<file path="src/rtl/mem_stage_ctrl_if.sv">
// rtl/mem_stage_ctrl_if.sv - pipeline/memory bus bundle for the memory-stage controller
//
// Groups the pipeline request, memory strobe and response signals.
//   slave  : the controller (takes requests and memory responses, drives strobes/results)
//   master : the environment (pipeline and memory side)
//   req_valid/req_op/req_indirect/req_addr/req_wdata : pipeline access request
//   mem_resp/mem_rdata                               : memory completion and read data
//   mem_read/mem_write/mem_wmask/mem_address/mem_wdata : memory strobes and bus
//   rsp_valid/rsp_rdata/stall/err                    : pipeline result, hold and timeout pulse

interface mem_stage_ctrl_if #(
    parameter int DATA_WIDTH = 16,
    parameter int ADDR_WIDTH = 16
);
    logic                      req_valid;
    logic [1:0]                req_op;
    logic                      req_indirect;
    logic [ADDR_WIDTH-1:0]     req_addr;
    logic [DATA_WIDTH-1:0]     req_wdata;
    logic                      mem_resp;
    logic [DATA_WIDTH-1:0]     mem_rdata;
    logic                      mem_read;
    logic                      mem_write;
    logic [DATA_WIDTH/8-1:0]   mem_wmask;
    logic [ADDR_WIDTH-1:0]     mem_address;
    logic [DATA_WIDTH-1:0]     mem_wdata;
    logic                      rsp_valid;
    logic [DATA_WIDTH-1:0]     rsp_rdata;
    logic                      stall;
    logic                      err;

    modport slave (
        input  req_valid, req_op, req_indirect, req_addr, req_wdata, mem_resp, mem_rdata,
        output mem_read, mem_write, mem_wmask, mem_address, mem_wdata,
        output rsp_valid, rsp_rdata, stall, err
    );

    modport master (
        output req_valid, req_op, req_indirect, req_addr, req_wdata, mem_resp, mem_rdata,
        input  mem_read, mem_write, mem_wmask, mem_address, mem_wdata,
        input  rsp_valid, rsp_rdata, stall, err
    );
endinterface

</file>
<file path="src/rtl/mem_stage_ctrl.sv">
// rtl/mem_stage_ctrl.sv - memory-stage access controller (load/store word/byte, optional indirect)
//
// Accepts one pipeline memory access at a time, drives the memory strobes until
// mem_resp (or a wait-cycle timeout) and returns a one-cycle rsp_valid pulse.
// Ports:
//   clk  : sole clock, rising edge
//   rst  : asynchronous active-high reset
//   bus  : mem_stage_ctrl_if.slave (request, memory bus, response, stall, err)
// Build option:
//   MEM_STAGE_INDIRECT_EN defined -> PTR state and pointer register present,
//   req_indirect honoured (LDI/STI). Undefined -> every access is IDLE->ACCESS.
// The interface instance must use the same DATA_WIDTH/ADDR_WIDTH as this module.

module mem_stage_ctrl #(
    parameter int DATA_WIDTH = 16,
    parameter int ADDR_WIDTH = 16,
    parameter int WAIT_LIMIT = 255
) (
    input  logic               clk,
    input  logic               rst,
    mem_stage_ctrl_if.slave    bus
);
    localparam int NB     = DATA_WIDTH / 8;
    localparam int LANE_W = $clog2(NB);
    localparam int CNT_W  = (WAIT_LIMIT < 2) ? 1 : $clog2(WAIT_LIMIT + 1);
    localparam logic [CNT_W-1:0] LIMIT    = CNT_W'(WAIT_LIMIT);
    localparam logic [NB-1:0]    LANE0_OH = {{(NB-1){1'b0}}, 1'b1};

`ifdef MEM_STAGE_INDIRECT_EN
    typedef enum logic [1:0] {S_IDLE = 2'd0, S_ACCESS = 2'd1, S_PTR = 2'd2} state_t;
`else
    typedef enum logic [1:0] {S_IDLE = 2'd0, S_ACCESS = 2'd1} state_t;
`endif

    state_t                state_q, state_d;
    logic [CNT_W-1:0]      cnt_q;
    logic [1:0]            op_q;
    logic [ADDR_WIDTH-1:0] addr_q;
    logic [DATA_WIDTH-1:0] wdata_q;
    logic [ADDR_WIDTH-1:0] eff_addr;
    logic [LANE_W-1:0]     lane;
    logic [7:0]            rd_byte;
    logic                  is_store;
    logic                  is_byte;
    logic                  timeout;

`ifdef MEM_STAGE_INDIRECT_EN
    logic                  ind_q;
    logic [ADDR_WIDTH-1:0] ptr_q;
    assign eff_addr = ind_q ? ptr_q : addr_q;
`else
    logic unused_indirect;
    assign unused_indirect = bus.req_indirect;
    assign eff_addr = addr_q;
`endif

    assign is_store = op_q[1];
    assign is_byte  = op_q[0];
    assign lane     = eff_addr[LANE_W-1:0];
    assign rd_byte  = bus.mem_rdata[{lane, 3'b000} +: 8];
    // A response in the limit cycle takes priority, so mem_resp masks the timeout.
    assign timeout  = (WAIT_LIMIT != 0) && (state_q != S_IDLE) && !bus.mem_resp
                      && (cnt_q == LIMIT);

    always_comb begin
        state_d         = state_q;
        bus.mem_read    = 1'b0;
        bus.mem_write   = 1'b0;
        bus.mem_wmask   = '0;
        bus.mem_address = '0;
        bus.mem_wdata   = '0;
        bus.rsp_valid   = 1'b0;
        bus.rsp_rdata   = '0;
        bus.stall       = 1'b0;
        bus.err         = 1'b0;
        case (state_q)
            S_IDLE: begin
                if (bus.req_valid) begin
                    bus.stall = 1'b1;
`ifdef MEM_STAGE_INDIRECT_EN
                    state_d = bus.req_indirect ? S_PTR : S_ACCESS;
`else
                    state_d = S_ACCESS;
`endif
                end
            end
`ifdef MEM_STAGE_INDIRECT_EN
            S_PTR: begin
                bus.mem_read    = 1'b1;
                bus.mem_address = addr_q;
                bus.stall       = 1'b1;
                if (bus.mem_resp) begin
                    state_d = S_ACCESS;
                end else if (timeout) begin
                    bus.err       = 1'b1;
                    bus.rsp_valid = 1'b1;
                    bus.stall     = 1'b0;
                    state_d       = S_IDLE;
                end
            end
`endif
            S_ACCESS: begin
                bus.mem_address = eff_addr;
                bus.stall       = 1'b1;
                if (is_store) begin
                    bus.mem_write = 1'b1;
                    if (is_byte) begin
                        bus.mem_wmask = LANE0_OH << lane;
                        bus.mem_wdata = DATA_WIDTH'(wdata_q[7:0]) << {lane, 3'b000};
                    end else begin
                        bus.mem_wmask = '1;
                        bus.mem_wdata = wdata_q;
                    end
                end else begin
                    bus.mem_read = 1'b1;
                end
                if (bus.mem_resp) begin
                    bus.rsp_valid = 1'b1;
                    bus.stall     = 1'b0;
                    state_d       = S_IDLE;
                    if (!is_store) begin
                        bus.rsp_rdata = is_byte ? DATA_WIDTH'(rd_byte) : bus.mem_rdata;
                    end
                end else if (timeout) begin
                    bus.err       = 1'b1;
                    bus.rsp_valid = 1'b1;
                    bus.stall     = 1'b0;
                    state_d       = S_IDLE;
                end
            end
            default: state_d = S_IDLE;
        endcase
        // State is already IDLE under reset; only the req_valid term of stall needs masking.
        if (rst) begin
            bus.stall = 1'b0;
        end
    end

    always_ff @(posedge clk or posedge rst) begin
        if (rst) begin
            state_q <= S_IDLE;
            cnt_q   <= '0;
            op_q    <= '0;
            addr_q  <= '0;
            wdata_q <= '0;
`ifdef MEM_STAGE_INDIRECT_EN
            ind_q   <= 1'b0;
            ptr_q   <= '0;
`endif
        end else begin
            state_q <= state_d;
            // Every busy cycle with mem_resp changes state, so "no state change"
            // while busy means a wait cycle.
            if (state_d != state_q) begin
                cnt_q <= '0;
            end else if (state_q != S_IDLE) begin
                cnt_q <= cnt_q + 1'b1;
            end
            if (state_q == S_IDLE && bus.req_valid) begin
                op_q    <= bus.req_op;
                addr_q  <= bus.req_addr;
                wdata_q <= bus.req_wdata;
`ifdef MEM_STAGE_INDIRECT_EN
                ind_q   <= bus.req_indirect;
`endif
            end
`ifdef MEM_STAGE_INDIRECT_EN
            if (state_q == S_PTR && bus.mem_resp) begin
                ptr_q <= bus.mem_rdata[ADDR_WIDTH-1:0];
            end
`endif
        end
    end
endmodule

</file>
<file path="src/flat_wrapper.sv">
// flat-port wrapper written by rule: the top's interface ports become plain ports
module mem_stage_ctrl_flat 
#(
    parameter int DATA_WIDTH = 16,
    parameter int ADDR_WIDTH = 16,
    parameter int WAIT_LIMIT = 255
)
  (clk, rst, bus_req_valid, bus_req_op, bus_req_indirect, bus_req_addr, bus_req_wdata, bus_mem_resp, bus_mem_rdata, bus_mem_read, bus_mem_write, bus_mem_wmask, bus_mem_address, bus_mem_wdata, bus_rsp_valid, bus_rsp_rdata, bus_stall, bus_err);
  mem_stage_ctrl_if #(.DATA_WIDTH(DATA_WIDTH), .ADDR_WIDTH(ADDR_WIDTH)) bus_i ();
  input  logic clk;
  input  logic rst;
  input wire logic [$bits(bus_i.req_valid)-1:0] bus_req_valid;
  input wire logic [$bits(bus_i.req_op)-1:0] bus_req_op;
  input wire logic [$bits(bus_i.req_indirect)-1:0] bus_req_indirect;
  input wire logic [$bits(bus_i.req_addr)-1:0] bus_req_addr;
  input wire logic [$bits(bus_i.req_wdata)-1:0] bus_req_wdata;
  input wire logic [$bits(bus_i.mem_resp)-1:0] bus_mem_resp;
  input wire logic [$bits(bus_i.mem_rdata)-1:0] bus_mem_rdata;
  output wire logic [$bits(bus_i.mem_read)-1:0] bus_mem_read;
  output wire logic [$bits(bus_i.mem_write)-1:0] bus_mem_write;
  output wire logic [$bits(bus_i.mem_wmask)-1:0] bus_mem_wmask;
  output wire logic [$bits(bus_i.mem_address)-1:0] bus_mem_address;
  output wire logic [$bits(bus_i.mem_wdata)-1:0] bus_mem_wdata;
  output wire logic [$bits(bus_i.rsp_valid)-1:0] bus_rsp_valid;
  output wire logic [$bits(bus_i.rsp_rdata)-1:0] bus_rsp_rdata;
  output wire logic [$bits(bus_i.stall)-1:0] bus_stall;
  output wire logic [$bits(bus_i.err)-1:0] bus_err;
  assign bus_i.req_valid = bus_req_valid;
  assign bus_i.req_op = bus_req_op;
  assign bus_i.req_indirect = bus_req_indirect;
  assign bus_i.req_addr = bus_req_addr;
  assign bus_i.req_wdata = bus_req_wdata;
  assign bus_i.mem_resp = bus_mem_resp;
  assign bus_i.mem_rdata = bus_mem_rdata;
  assign bus_mem_read = bus_i.mem_read;
  assign bus_mem_write = bus_i.mem_write;
  assign bus_mem_wmask = bus_i.mem_wmask;
  assign bus_mem_address = bus_i.mem_address;
  assign bus_mem_wdata = bus_i.mem_wdata;
  assign bus_rsp_valid = bus_i.rsp_valid;
  assign bus_rsp_rdata = bus_i.rsp_rdata;
  assign bus_stall = bus_i.stall;
  assign bus_err = bus_i.err;
  mem_stage_ctrl #(.DATA_WIDTH(DATA_WIDTH), .ADDR_WIDTH(ADDR_WIDTH), .WAIT_LIMIT(WAIT_LIMIT)) u_core (.clk(clk), .rst(rst), .bus(bus_i));
endmodule
</file>
<file path="config.mk">
export PLATFORM = sky130hd
export DESIGN_NAME = mem_stage_ctrl_flat
export DESIGN_NICKNAME = d
export VERILOG_FILES = /design/src/rtl/mem_stage_ctrl_if.sv /design/src/rtl/mem_stage_ctrl.sv /design/src/flat_wrapper.sv
export SDC_FILE = /design/constraint.sdc
export NUM_CORES = 1
export LEC_CHECK = 0
export CORE_MARGIN = 4
export CORE_UTILIZATION = 35
export CTS_BUF_LIST = sky130_fd_sc_hd__clkbuf_4
export CTS_CLUSTER_DIAMETER = 30
export DETAILED_ROUTE_END_ITERATION = 10
export PLACE_DENSITY = 0.73
export SLEW_MARGIN = 25
export SYNTH_ARGS = -nofsm -noshare
export SYNTH_HDL_FRONTEND = slang
export SYNTH_SLANG_ARGS = --single-unit
export TNS_END_PERCENT = 5
</file>
<file path="constraint.sdc">
create_clock -name clk -period 1.45 [get_ports clk]
set_clock_uncertainty 0.15 [all_clocks]
set_input_delay 0.145 -clock clk [delete_from_list [all_inputs] [get_ports clk]]
set_output_delay 0.145 -clock clk [all_outputs]
set_load 0.005 [all_outputs]
</file>
==> run summary, run 1 <==
Implementation progress

The run finished, with violations left. The checks that failed: negative setup slack. The HPWL reported at the end of detailed placement stands at 4860 µm. Per the GRT log, the top usage layer is met2. The final report lists the setup-violating endpoint count as between 90 and 100. The maximum clock rate stands at 0.494 GHz. The post-placement worst setup slack stands at -0.582 ns. TritonCTS built the clock tree. The worst hold path belongs to the class in2async. The number of storage elements in the synthesis netlist stands at 44. The total wire length stands at 7280 µm. The number of top-level design ports stands at 110. The iteration count recorded for the first detailed-route pass is 4. The via count of the first global-routing pass stands at 2313.

The core utilization before placement stands at 0.365. Entering global routing, the biggest net connects 45 pins. The global-route track usage on met1 stands at 0.226. For this run, global-route usage on met2 was measured as 0.292.

The critical path is of the reg2out type. From left edge to right edge, the die measures about 90 µm. The final net count stands at 436. The antenna violation net count after detailed routing stands at 0.

In this run the deepest clock path goes through 2 buffers. The area inside the core boundary stands at around 6500 µm². The number of standard cells reported by yosys stands at 229. Looking at the cell usage after synthesis, the top flip-flop cell is dfrtp_1.

The total of hold buffers inserted after clock tree synthesis stands at 0. The layout summary lists the proportion of cells stronger than drive strength 1 as 0.462. The final timing report gives a worst setup slack of -0.576 ns.

The worst setup path is captured at an output port. The critical path arrival stands at 1.73 ns. The clock period minus worst slack stands at 2.03 ns. The number of levels in the clock H-tree stands at 2. The library cells used most frequently in the layout, excluding fill and tap cells, are clkdlybuf4s50_1, dfrtp_1, buf_2. The overall power consumption stands at roughly 3.1 mW. Per the layout report, the design carries 532 filler cells. The synthesized instance count is about 230.

The number of max-cap violations stands at 0. In the final routed layout, each cell accounts on average for around 16 µm. The first global-routing pass estimated 11600 µm of wire. The met3 usage in global routing stands at 0.0534. The initial antenna violation count is 0. Per STA, the library cell used most along the worst path is buf_6. The actual transition at the worst max-transition pin stands at 0.571 ns. On the worst path, the slowest cell contributes a delay of approximately 0.46 ns.

The total nets after synthesis stands at around 290. The chip area stands at 8110 µm². The number of remaining DRC errors stands at 0. After routing the design area is 4050 µm². The synthesized design contains 0 enable-type register cells. Summed over all failing endpoints, the final setup total negative slack is -34.99 ns. The synthesized netlist has a Yosys-reported chip area of 2360 µm².

The highest net fanout along the worst path stands at 3. The TritonCTS buffer count stands at 5. In this run the VDD rail shows a maximum IR drop of ~0.64 mV. Per the cell usage report, the commonest logic cell in the layout is clkdlybuf4s50_1. The tree is rooted in a clkbuf_4. Setup repair after global routing could not meet its margin everywhere.

The via count of the routed design stands at 2242. The die is 90.0 µm tall. Using the TritonRoute via totals, the vias-per-cell ratio works out to 4.90. Counting flops with an async set or reset pin after synthesis yields a share of 1.00. In the finished design, the share of the clock period the worst path needs comes to 1.40.

The cell area after technology mapping stands at about 2400 µm². Once iteration 0 of detailed routing completed, the report listed between 60 and 70 DRC markers. The final hold violation count recorded for this run is 0. Including well taps, the total number of placed cells is 431. Walking the worst path, the cells encountered are nor2b_4, buf_12, nand2_8, nor2_4, buf_6, buf_6, and2_4, buf_6. STA classifies the critical path startpoint as a register. The worst slew slack as a fraction of its limit stands at 0.619. The number of slew-limit violations in the final report stands at 0. The count of clock tree sinks stands at 44.

The slowest stage of the critical path belongs to the cell dfrtp_2. The final antenna diode count stands at 0. Each instance of the synthesized netlist takes up on average 10.3 µm². The final hold slack stands at 0.182 ns. The total grt overflow stands at 0. Summing all placed instances gives a cell area of 3700 µm². The static leakage power stands at roughly 1.9 nW. In the CTS report, the clock slew at the register clock pins of the worst setup and hold paths is listed as ~0.13 ns. The number of warnings the tools reported stands at 30. The global router's overall resource usage stands at 0.177. Per the summary, power density relative to cell area is roughly 770 nW/µm². The endpoint required time on the critical path stands at 1.15 ns.

The count of synthesis-stage warnings from yosys stands at 0. The later pin in the worst-skew pair is clocked with a latency of about 0.35 ns. Of the synthesized area, sequential elements account for 0.467. Routability-driven placement finished with a final weighted congestion of 0.860. The number of buffers inserted by port buffering stands at 108. Synthesis instantiated 35 different standard cells from the library.

The post-synthesis to final-layout area growth stands at 72.0%.
run 1: cells in the mapped netlist, types with 2 or more instances:
| master | instances | area, µm² |
|---|---|---|
| and3_1 | 2 | 12.5 |
| buf_2 | 4 | 20.0 |
| nand2b_1 | 2 | 12.5 |
| a21oi_1 | 18 | 90.1 |
| nor3_1 | 3 | 15.0 |
| nor2_1 | 13 | 48.8 |
| inv_1 | 4 | 15.0 |
| dfrtp_1 | 44 | 1100 |
| nand2_1 | 26 | 97.6 |
| and2_1 | 34 | 213 |
| nor2b_1 | 9 | 56.3 |
| mux2_2 | 30 | 338 |
| clkbuf_1 | 2 | 7.51 |
| buf_6 | 4 | 45.0 |
| mux2_4 | 3 | 45.0 |
| o21ai_0 | 9 | 45.0 |
| a31oi_1 | 2 | 12.5 |
| nand3_1 | 3 | 15.0 |
run 1: sequential cells by signal, summed over array words and instances (netlist names):
signal / cells
u_core.addr_q: 16
u_core.cnt_q: 8
u_core.op_q: 2
u_core.state_q: 2
u_core.wdata_q: 16
run 1: per-layer routing:
| layer | vias up | wire [µm] |
|---|---|---|
| li1 | 1075 | - |
| met2 | 78 | 3440 |
| met5 | - | 0 |
| met3 | 9 | 480 |
| met4 | 0 | 105 |
| met1 | 1080 | 3260 |
run 1: critical path: cells and delay by family, from the launching register on:
kind          cells  cell delay [ns]
buf+inv           4             0.42
flops             1             0.46
simple gates      4             0.49
run 1: final cells by class:
cell class                      count  area (µm²)  area share
Timing Repair Buffer              153        1390       0.344
Multi-Input combinational cell    172        1390       0.342
Inverter                            4        18.8     0.00463
Tap cell                           77        96.3      0.0238
Sequential cell                    44        1100       0.272
Clock inverter                      1        3.75    0.000926
Clock buffer                        7        52.6      0.0130
run 1: repair_timing:
| item | 4_1_cts | 5_1_grt |
|---|---|---|
| pin swaps | 29 | 8 |
| gates cloned | 2 | 0 |
| setup endpoints to repair | 94 | 97 |
| setup buffers | 18 | 0 |
| resized | 236 | 47 |
run 1: report_power, final:
part | total (mW) | internal, mW | switching, mW
sequential | 1.54 | 1.42 | 0.120
clock | 0.605 | 0.225 | 0.380
combinational | 0.960 | 0.585 | 0.375
run 1: worst paths after layout:
kind	startpoint	endpoint	slack [ns]	cells after the start
min in group clk	bus_req_addr[0]	u_core.addr_q[0]	0.22	3
min	rst	u_core.cnt_q[5]	0.18	3
max	u_core.state_q[1]	bus_mem_wdata[3]	-0.58	8
max reg2reg	u_core.state_q[1]	u_core.addr_q[12]	-0.30	4
min reg2reg	u_core.addr_q[6]	u_core.addr_q[6]	0.36	1
max in group asynchronous	rst	u_core.state_q[1]	0.55	3
run 1: logic make-up after synthesis:
| logic type | Yosys count | synth area share |
|---|---|---|
| AOI/OAI and AO/OA | 35 | 0.0876 |
| DFF | 44 | 0.467 |
| adders and majority gates | 1 | 0.00531 |
| buffers and inverters | 14 | 0.0372 |
| other | 1 | 0.00159 |
| muxes | 33 | 0.163 |
| and+or+nand+nor | 101 | 0.238 |
==> run_1/registers.png <==
Bar = 20 µm.
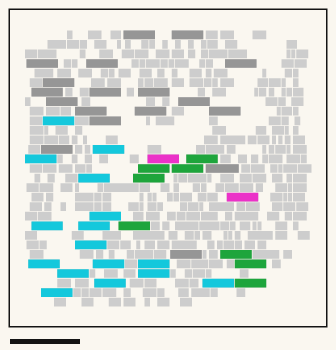
Key: u_core.op_q = magenta [sequential cells 2]; u_core.addr_q = cyan [sequential cells 16]; u_core.cnt_q = green [sequential cells 8]
Another 18 sequential cells are not coloured.

==> run_1/density.png <==
9 x 9 tiles, from white (low) to dark blue (high), 0 to 100% covered.
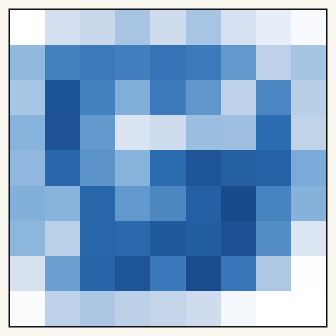
The mean over all tiles is 49%. 4.9% of the tiles are nearly empty. The fullest tile reaches 89%. 24% of the tiles are over 75% full.

==> run_1/cell_classes.png <==
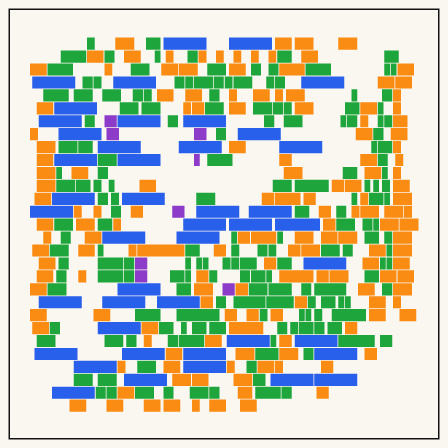
Key: all other logic = green [cells 176, share of their area 35%]; flip-flops = blue [cells 44, share of their area 28%]; clock drivers and dummy loads = purple [cells 8, share of their area 1.4%]; other buffers and delay cells = orange [cells 153, share of their area 35%]

==> run_1/final_placement.png <==
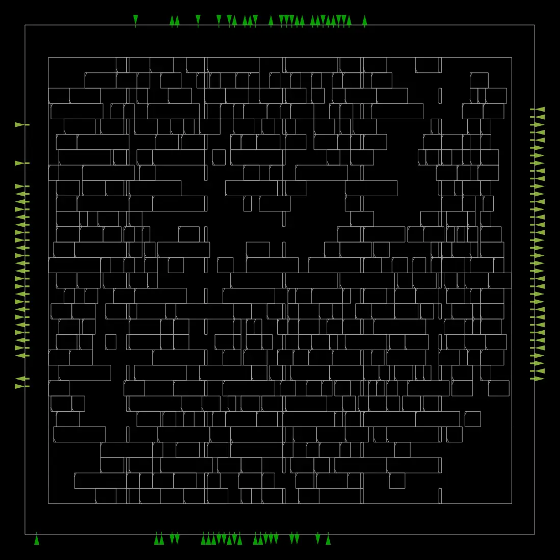
row count: 29
Finished Layout Cells: 458
Finished Core Util: 0.627

==> run 1 -> run 2 <==
--- a/config.mk
+++ b/config.mk
@@ -9,9 +9,9 @@
 export CORE_UTILIZATION = 35
 export CTS_BUF_LIST = sky130_fd_sc_hd__clkbuf_4
 export CTS_CLUSTER_DIAMETER = 30
+export CTS_CLUSTER_SIZE = 12
 export DETAILED_ROUTE_END_ITERATION = 10
 export PLACE_DENSITY = 0.73
-export SLEW_MARGIN = 25
 export SYNTH_ARGS = -nofsm -noshare
 export SYNTH_HDL_FRONTEND = slang
 export SYNTH_SLANG_ARGS = --single-unit
==> run_2/registers.png <==
Bar = 20 µm.
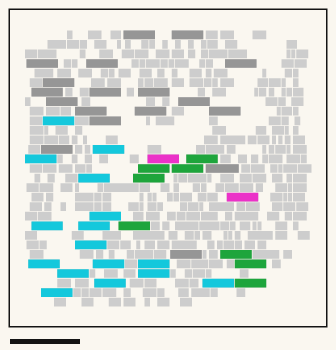
Key: u_core.cnt_q = green [sequential cells 8]; u_core.op_q = magenta [sequential cells 2]; u_core.addr_q = cyan [sequential cells 16]

==> run_2/density.png <==
9 x 9 tiles, from white (low) to dark blue (high), 0 to 100% covered.
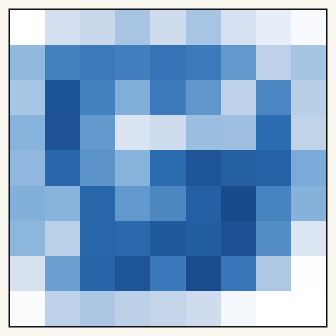
The fullest tile reaches 89%. 24% of the tiles are over 75% full. 4.9% of the tiles are nearly empty. The mean over all tiles is 49%.

==> run 2 against run 1 <==
The flow still finishes with violations (negative setup slack). Sequential power hardly changed. Critical endpoint unchanged. Hold slack did not move. Critical path depth unchanged. Die size unchanged. Highest routed layer unchanged. Final cell count unchanged.
==> run summary, run 2 <==
Implementation progress

The area of the multi-input gates is 1390 µm² (unchanged). The sort of element at the start of the critical path is a register (unchanged). The first-pass detailed-route iteration total was 4 (unchanged). The number of warnings the tools reported was 30 (unchanged). The area inside the core boundary stands at 6460 µm² (unchanged). The post-route standard cell area excluding fillers is 4050 µm² (unchanged).

The number of unique standard cell types used by synthesis stands at 35 (unchanged). Failing checks: negative setup slack (unchanged). The number of levels in the clock H-tree stands at 2 (unchanged). The cell area after technology mapping stands at 2360 µm² (unchanged). Setup repair after global routing missed its margin: yes (unchanged). The clock period minus worst slack is 2.03 ns (unchanged). The overall power consumption came to 3.10 mW (unchanged).

The final antenna diode count stands at 0 (unchanged). The endpoint required time on the critical path came to 1.15 ns (about the same). The final setup violation count is 96 (unchanged). The clock latency on the worst-skew pair stands at 0.35 ns (about the same). The highest net fanout along the worst path stands at 3 (unchanged). The number of top-level design ports is 110 (unchanged). The layout filler cell count stands at 532 (unchanged). The total nets after synthesis was 285 (unchanged).

The power per unit of standard cell area stands at 765 nW/µm² (unchanged). The worst hold path class was in2async (unchanged). The sequential cell area came to 1100 µm² (unchanged). The count of clock tree sinks is 44 (unchanged).

The register clock-pin slew on the reported worst setup and hold paths was 0.13 ns (about the same). The number of hold violations in the final report is 0 (unchanged). Top cells by count, synth: dfrtp_1, and2_1, mux2_2 (unchanged). The average cell area after synthesis stands at 10.3 µm² (unchanged). The post-synthesis to final-layout area growth stands at 72.0% (unchanged).

The maximum clock rate came to 0.494 GHz (unchanged). The antenna violation net count after detailed routing stands at 0 (unchanged). The area figure in the yosys stat output is 2360 µm² (unchanged). The actual transition at the worst max-transition pin is 0.571 ns (unchanged). The via count of the first global-routing pass was 2313 (unchanged).

The commonest register cell after synthesis is dfrtp_1 (unchanged). The post-layout worst setup margin stands at -0.576 ns (unchanged). The routed length per placed instance stands at 15.9 µm (unchanged). The post-synthesis async set-or-reset flop share came to 1.00 (unchanged). The ratio of routed vias to standard cells came to 4.90 (unchanged). The post-detailed-placement cell area came to 3700 µm² (unchanged). The pin count of the biggest net entering global routing came to 45 (unchanged). The area share of the largest cell type after synthesis stands at 0.467 (unchanged). The iteration-0 DRC count of the detailed router stands at 69 (unchanged).

The proportion of layout cells with a drive suffix above 1 stands at 0.462 (unchanged). The standard-cell row count was 29 (unchanged). The worst slew slack as a fraction of its limit stands at 0.619 (unchanged).

Result of the run: finished, violations left (unchanged). The count of mapped cells out of synthesis came to 229 (unchanged). The most common library cell in the layout ignoring fill and taps is clkdlybuf4s50_1 (unchanged). The number of remaining DRC errors stands at 0 (unchanged). The TritonCTS clock tree is built (unchanged).

The final standard cell utilization of the core stands at 0.627 (unchanged). The critical path start-end classification is reg2out (unchanged). The cell at the root of the clock tree was clkbuf_4 (unchanged). The critical path arrival stands at 1.73 ns (about the same).

The chip width stands at 90.0 µm (unchanged). Top library cells by usage in the layout, fill and taps aside: clkdlybuf4s50_1, dfrtp_1, buf_2 (unchanged). The number of enable flip-flop cells came to 0 (unchanged). The number of standard cells reported by yosys stands at 229 (unchanged).

The final worst-path cycle share stands at 1.40 (unchanged). The chip area stands at 8110 µm² (unchanged). The worst voltage drop across the vdd grid is 0.640 mV (unchanged). Leading registers by flop count: u_core.addr_q: 16 flops, u_core.wdata_q: 16 flops, u_core.cnt_q: 8 flops (unchanged).

The number of max-cap violations came to 0 (unchanged). The portion of the post-synthesis area used by sequential elements is 0.467 (unchanged). The initial antenna violation count stands at 0 (unchanged). The total wire length stands at 7280 µm (unchanged). The number of buffers inserted by port buffering stands at 108 (unchanged). Cell types with the largest area share after synthesis: dfrtp_1, mux2_2, and2_1, nand2_1, a21oi_1 (unchanged).

The number of slew-limit violations in the final report stands at 0 (unchanged). The core utilization before placement was 0.365 (unchanged). The global router's overall resource usage came to 0.177 (unchanged). The via count of the routed design stands at 2242 (unchanged).

The count of synthesis-stage warnings from yosys is 0 (unchanged). The HPWL reported at the end of detailed placement stands at 4860 µm (unchanged). The nature of the critical path endpoint is an output port (unchanged). The first-pass GRT wire length stands at 11600 µm (unchanged). The number of storage elements in the synthesis netlist was 44 (unchanged). The final net count stands at 436 (unchanged). The routability congestion estimate from global placement is 0.860 (unchanged).

The height of the die stands at 90.0 µm (unchanged). The total grt overflow stands at 0 (unchanged). The static leakage power stands at 1.87 nW (unchanged). The largest area contributor in the synthesized netlist is dfrtp_1 (unchanged). The TritonCTS buffer count stands at 5 (unchanged). The most frequent cell after synthesis was dfrtp_1 (unchanged).

The maximum buffer depth of the clock tree is 2 (unchanged).
## run 2: cell counts in the layout (fill, tap and decap cells not counted)
No cell type changed its count.
## run 2: cell type report
class,count,area share
inverters,4,0.00463
well taps,77,0.0238
clock inverters,1,0.000926
clock buffers,7,0.0130
flip-flops and latches,44,0.272
multi-input cells,172,0.342
repair buffers,153,0.344
## run 2: critical path: stages (launching register included)
cell,delay (ns)
dfrtp_2,0.46
nor2b_4,0.17
buf_12,0.13
nand2_8,0.06
nor2_4,0.14
buf_6,0.13
buf_6,0.08
and2_4,0.12
buf_6,0.08
## run 2: logic make-up after synthesis
| group | share of synthesized area |
|---|---|
| and+or+nand+nor | 0.238 |
| DFF | 0.467 |
| buffers and inverters | 0.0372 |
| adders and majority gates | 0.00531 |
| muxes | 0.163 |
| AOI/OAI and AO/OA | 0.0876 |
| other | 0.00159 |
## run 2: worst paths after layout
| kind | start | endpoint | slack, ns | cells after the start |
|---|---|---|---|---|
| min | rst | u_core.cnt_q[5] | 0.18 | 3 |
| max reg2reg | u_core.state_q[1] | u_core.addr_q[12] | -0.30 | 4 |
| min in group clk | bus_req_addr[0] | u_core.addr_q[0] | 0.22 | 3 |
| max | u_core.state_q[1] | bus_mem_wdata[3] | -0.58 | 8 |
| min reg2reg | u_core.addr_q[6] | u_core.addr_q[6] | 0.36 | 1 |
| max in group asynchronous | rst | u_core.state_q[1] | 0.55 | 3 |
## run 2: repair_timing
action                                  4_1_cts  5_1_grt
pin swaps                                    29        8
gates resized                               236       47
cloned                                        2        0
buffers inserted                             18        0
hold buffers                                  0        0
endpoints found under the setup margin       94       97
## run 2: metrics by stage
step / setup TNS (ns) / cells / hold slack [ns] / worst slack, ns
2_1_floorplan: -1.16 / 229 / 0.00181 / -0.0486
3_3_place_gp: -39.74 / 431 / 0.331 / -0.564
3_5_place_dp: -40.93 / 431 / 0.338 / -0.582
4_1_cts: -37.30 / 459 / 0.203 / -0.635
5_1_grt: -41.14 / 458 / 0.223 / -0.655
6_report: -34.99 / 458 / 0.182 / -0.576
## run 2: per-layer routing
layer	GRT usage	wire, µm	vias to the layer above
met3	0.0534	480	9
met1	0.226	3260	1080
met5	0	0	-
met4	0.0472	105	0
li1	-	-	1075
met2	0.292	3440	78
## run 2: where the power goes
| part | switching [mW] | total [mW] | leakage, nW | internal, mW |
|---|---|---|---|---|
| clock | 0.380 | 0.605 | 0.0338 | 0.225 |
| sequential | 0.120 | 1.54 | 0.534 | 1.42 |
| combinational | 0.375 | 0.960 | 1.31 | 0.585 |
| total | 0.875 | 3.10 | 1.87 | 2.23 |
==> run 2 -> run 3 <==
--- a/config.mk
+++ b/config.mk
@@ -8,10 +8,10 @@
 export CORE_MARGIN = 4
 export CORE_UTILIZATION = 35
 export CTS_BUF_LIST = sky130_fd_sc_hd__clkbuf_4
-export CTS_CLUSTER_DIAMETER = 30
+export CTS_CLUSTER_DIAMETER = 150
 export CTS_CLUSTER_SIZE = 12
 export DETAILED_ROUTE_END_ITERATION = 10
-export PLACE_DENSITY = 0.73
+export PLACE_DENSITY = 0.78
 export SYNTH_ARGS = -nofsm -noshare
 export SYNTH_HDL_FRONTEND = slang
 export SYNTH_SLANG_ARGS = --single-unit
==> run_3/registers.png <==
Bar = 20 µm.
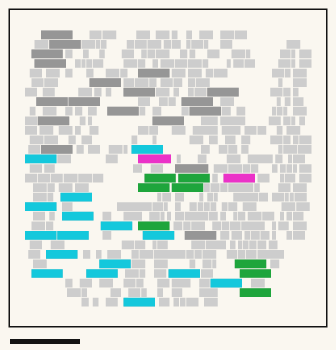
Key: u_core.op_q = magenta [sequential cells 2]; u_core.cnt_q = green [sequential cells 8]; u_core.addr_q = cyan [sequential cells 16]

==> run_3/density.png <==
9 x 9 tiles, from white (low) to dark blue (high), 0 to 100% covered.
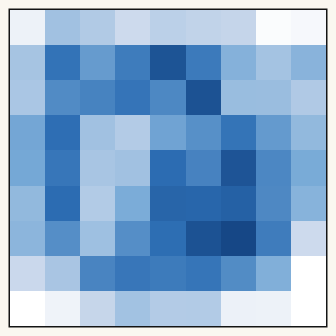
14% of the tiles are over 75% full. 3.7% of the tiles are nearly empty. The mean over all tiles is 48%. The fullest tile reaches 91%.

==> run 3 against run 2 <==
The flow still finishes with violations (negative setup slack). Sequential power about the same. Sequential share of layout area increased by 0.30 points. Routed wire length decreased by 5.5%. Final cell count decreased by 0.22%. Global-route usage decreased by 0.87 points. Highest routed layer unchanged.
==> run summary, run 3 <==
Implementation progress

The first-pass detailed-route iteration total stands at 4 (unchanged). The worst voltage drop across the vdd grid stands at 0.596 mV (was 0.640 mV). The via count of the first global-routing pass stands at 2353 (was 2313). The final net count was 435 (was 436). The TritonCTS clock tree is built (unchanged). The total nets after synthesis stands at 285 (unchanged).

The cell at the root of the clock tree is clkbuf_4 (unchanged). The power per unit of standard cell area was 757 nW/µm² (was 765 nW/µm²). The total grt overflow is 0 (unchanged). The iteration-0 DRC count of the detailed router stands at 46 (was 69).

The maximum clock rate stands at 0.491 GHz (was 0.494 GHz). The final worst-path cycle share stands at 1.40 (about the same). The via count of the routed design came to 2226 (was 2242).

The register clock-pin slew on the reported worst setup and hold paths is 0.14 ns (was 0.13 ns). The number of unique standard cell types used by synthesis stands at 35 (unchanged). The chip area is 8110 µm² (unchanged). The number of standard cells reported by yosys came to 229 (unchanged). The portion of the post-synthesis area used by sequential elements stands at 0.467 (unchanged). The maximum buffer depth of the clock tree stands at 2 (unchanged).

The count of synthesis-stage warnings from yosys stands at 0 (unchanged). The number of remaining DRC errors stands at 0 (unchanged). The final antenna diode count stands at 0 (unchanged). The standard-cell row count stands at 29 (unchanged).

The commonest register cell after synthesis is dfrtp_1 (unchanged). The endpoint required time on the critical path was 1.15 ns (about the same). The number of warnings the tools reported stands at 30 (unchanged). The HPWL reported at the end of detailed placement stands at 4880 µm (was 4860 µm). The antenna violation net count after detailed routing stands at 0 (unchanged). The area share of the largest cell type after synthesis stands at 0.467 (unchanged). The part of the total power dissipated in combinational logic was 0.301 (was 0.310). The count of clock tree sinks stands at 44 (unchanged). The critical path start-end classification is reg2out (unchanged).

The largest area contributor in the synthesized netlist was dfrtp_1 (unchanged). The number of top-level design ports is 110 (unchanged). Result of the run: finished, violations left (unchanged). The static leakage power stands at 1.82 nW (was 1.87 nW). The average cell area after synthesis stands at 10.3 µm² (unchanged). The nature of the critical path endpoint is an output port (unchanged). The overall power consumption stands at 3.04 mW (was 3.10 mW). Leading registers by flop count: u_core.addr_q: 16 flops, u_core.wdata_q: 16 flops, u_core.cnt_q: 8 flops (unchanged).

The area inside the core boundary is 6460 µm² (unchanged). Setup repair after global routing missed its margin: yes (unchanged). The pin count of the biggest net entering global routing came to 45 (unchanged).

The number of hold violations in the final report stands at 0 (unchanged). The clock latency on the worst-skew pair stands at 0.35 ns (about the same). The final hold slack was 0.173 ns (was 0.182 ns). The total of hold buffers inserted after clock tree synthesis was 0 (unchanged).

The cell area after technology mapping was 2360 µm² (unchanged). The post-layout worst setup margin stands at -0.586 ns (was -0.576 ns). The global router's overall resource usage came to 0.168 (was 0.177). The count of mapped cells out of synthesis is 229 (unchanged).

The most common library cell in the layout ignoring fill and taps was clkdlybuf4s50_1 (unchanged). The proportion of layout cells with a drive suffix above 1 stands at 0.468 (was 0.462). The net switching power stands at 0.855 mW (was 0.875 mW). The core utilization before placement was 0.365 (unchanged). The TritonCTS buffer count stands at 5 (unchanged). Cell types with the largest area share after synthesis: dfrtp_1, mux2_2, and2_1, nand2_1, a21oi_1 (unchanged).

The number of enable flip-flop cells was 0 (unchanged). The first-pass GRT wire length stands at 11200 µm (was 11600 µm). The chip width is 90.0 µm (unchanged). The critical path arrival was 1.74 ns (was 1.73 ns). The internal power of the cells was 2.18 mW (was 2.23 mW). The area figure in the yosys stat output is 2360 µm² (unchanged). The initial antenna violation count stands at 0 (unchanged). The worst hold path class is in2async (unchanged).

Top library cells by usage in the layout, fill and taps aside: clkdlybuf4s50_1, dfrtp_1, mux2_2 (was clkdlybuf4s50_1, dfrtp_1, buf_2). The height of the die is 90.0 µm (unchanged). The post-synthesis to final-layout area growth stands at 70.3% (was 72.0%). The relative contribution of sequential cells to total power stands at 0.506 (was 0.495).

The number of max-cap violations stands at 0 (unchanged). The number of buffers inserted by port buffering stands at 108 (unchanged). The routability congestion estimate from global placement came to 0.898 (was 0.860).

The ratio of routed vias to standard cells stands at 4.87 (was 4.90). Top cells by count, synth: dfrtp_1, and2_1, mux2_2 (unchanged). The total negative slack is -34.81 ns (was -34.99 ns). The worst reg-to-reg setup slack stands at -0.29 ns (was -0.30 ns). The total wire length stands at 6880 µm (was 7280 µm). The worst slew slack as a fraction of its limit stands at 0.631 (was 0.619).

The routed length per placed instance came to 15.1 µm (was 15.9 µm). The number of levels in the clock H-tree was 2 (unchanged). The final setup violation count was 97 (was 96). The sort of element at the start of the critical path is a register (unchanged).

The number of slew-limit violations in the final report stands at 0 (unchanged). The switching fraction of total power stands at 0.281 (was 0.282). Failing checks: negative setup slack (unchanged). The post-synthesis async set-or-reset flop share was 1.00 (unchanged).

The share of power burned in the clock network stands at 0.193 (was 0.195). The most frequent cell after synthesis is dfrtp_1 (unchanged). The highest net fanout along the worst path is 4 (was 3). The actual transition at the worst max-transition pin stands at 0.553 ns (was 0.571 ns). The clock period minus worst slack stands at 2.04 ns (was 2.03 ns).

The number of storage elements in the synthesis netlist stands at 44 (unchanged).
## run 3: timing repair
item / CTS / global route
gates cloned: 2 / 0
resized: 220 / 46
pin swaps: 17 / 8
setup buffers: 14 / 1
endpoints found under the setup margin: 97 / 97
## run 3: kinds of logic (layout without fill, tap and decap cells)
group           after synthesis  after routing  synth area share
other cells                   1              1           0.00159
flops                        44             44             0.467
buf+inv                      14            164            0.0372
fa+ha+maj                     1              1           0.00531
simple gates                101            102             0.238
mux                          33             33             0.163
compound gates               35             35            0.0876
## run 3: path summary, 6_finish.rpt
kind                               startpoint  cells past startpoint                 end
min reg2reg                u_core.wdata_q[15]                      1  u_core.wdata_q[15]
max reg2reg                 u_core.state_q[1]                      4   u_core.wdata_q[0]
max                         u_core.state_q[1]                      9   bus_rsp_rdata[12]
max in group asynchronous                 rst                      3      u_core.op_q[0]
min in group clk              bus_req_addr[0]                      3    u_core.addr_q[0]
min                                       rst                      3      u_core.op_q[1]
## run 3: power by group through the flow
stage / clock network (mW) / logic (mW) / registers, mW
after floorplan: 0 / 0.441 / 1.51
after global placement: 0 / 0.807 / 1.53
after detailed placement: 0 / 0.828 / 1.54
after CTS: 0.608 / 0.882 / 1.53
after global routing: 0.670 / 0.997 / 1.56
final: 0.586 / 0.913 / 1.54
## run 3: metal layers
| layer | track usage | up-vias | share of wire |
|---|---|---|---|
| met5 | 0 | - | 0 |
| met2 | 0.295 | 74 | 0.52 |
| met1 | 0.202 | 1072 | 0.41 |
| li1 | - | 1074 | - |
| met4 | 0.0434 | 0 | 0.0099 |
| met3 | 0.0484 | 6 | 0.065 |
## run 3: final cells by class
class	count	area, µm²
flip-flops and latches	44	1100
well taps	77	96.3
clock inverters	2	11.3
fillers	559	2450
multi-input cells	172	1330
repair buffers	152	1410
clock buffers	6	45.0
inverters	4	18.8
## run 3: per-stage QoR
stage | cells | instance area, µm² | util | setup WS, ns
final | 457 | 4010 | 0.621 | -0.586
after global routing | 457 | 4010 | 0.621 | -0.665
after detailed placement | 433 | 3730 | 0.577 | -0.578
after CTS | 456 | 3940 | 0.609 | -0.624
after floorplan | 229 | 2390 | - | -0.0486
after global placement | 433 | 3730 | 0.577 | -0.571
## run 3: critical path, stage by stage, from the launching register on
cell	delay [ns]
dfrtp_2	0.45
nor2b_4	0.14
buf_12	0.13
nand3b_4	0.09
nor2_4	0.09
buf_6	0.11
buf_6	0.10
buf_6	0.08
and2_4	0.12
buf_6	0.08
Power is estimated from default activity; no workload was simulated.
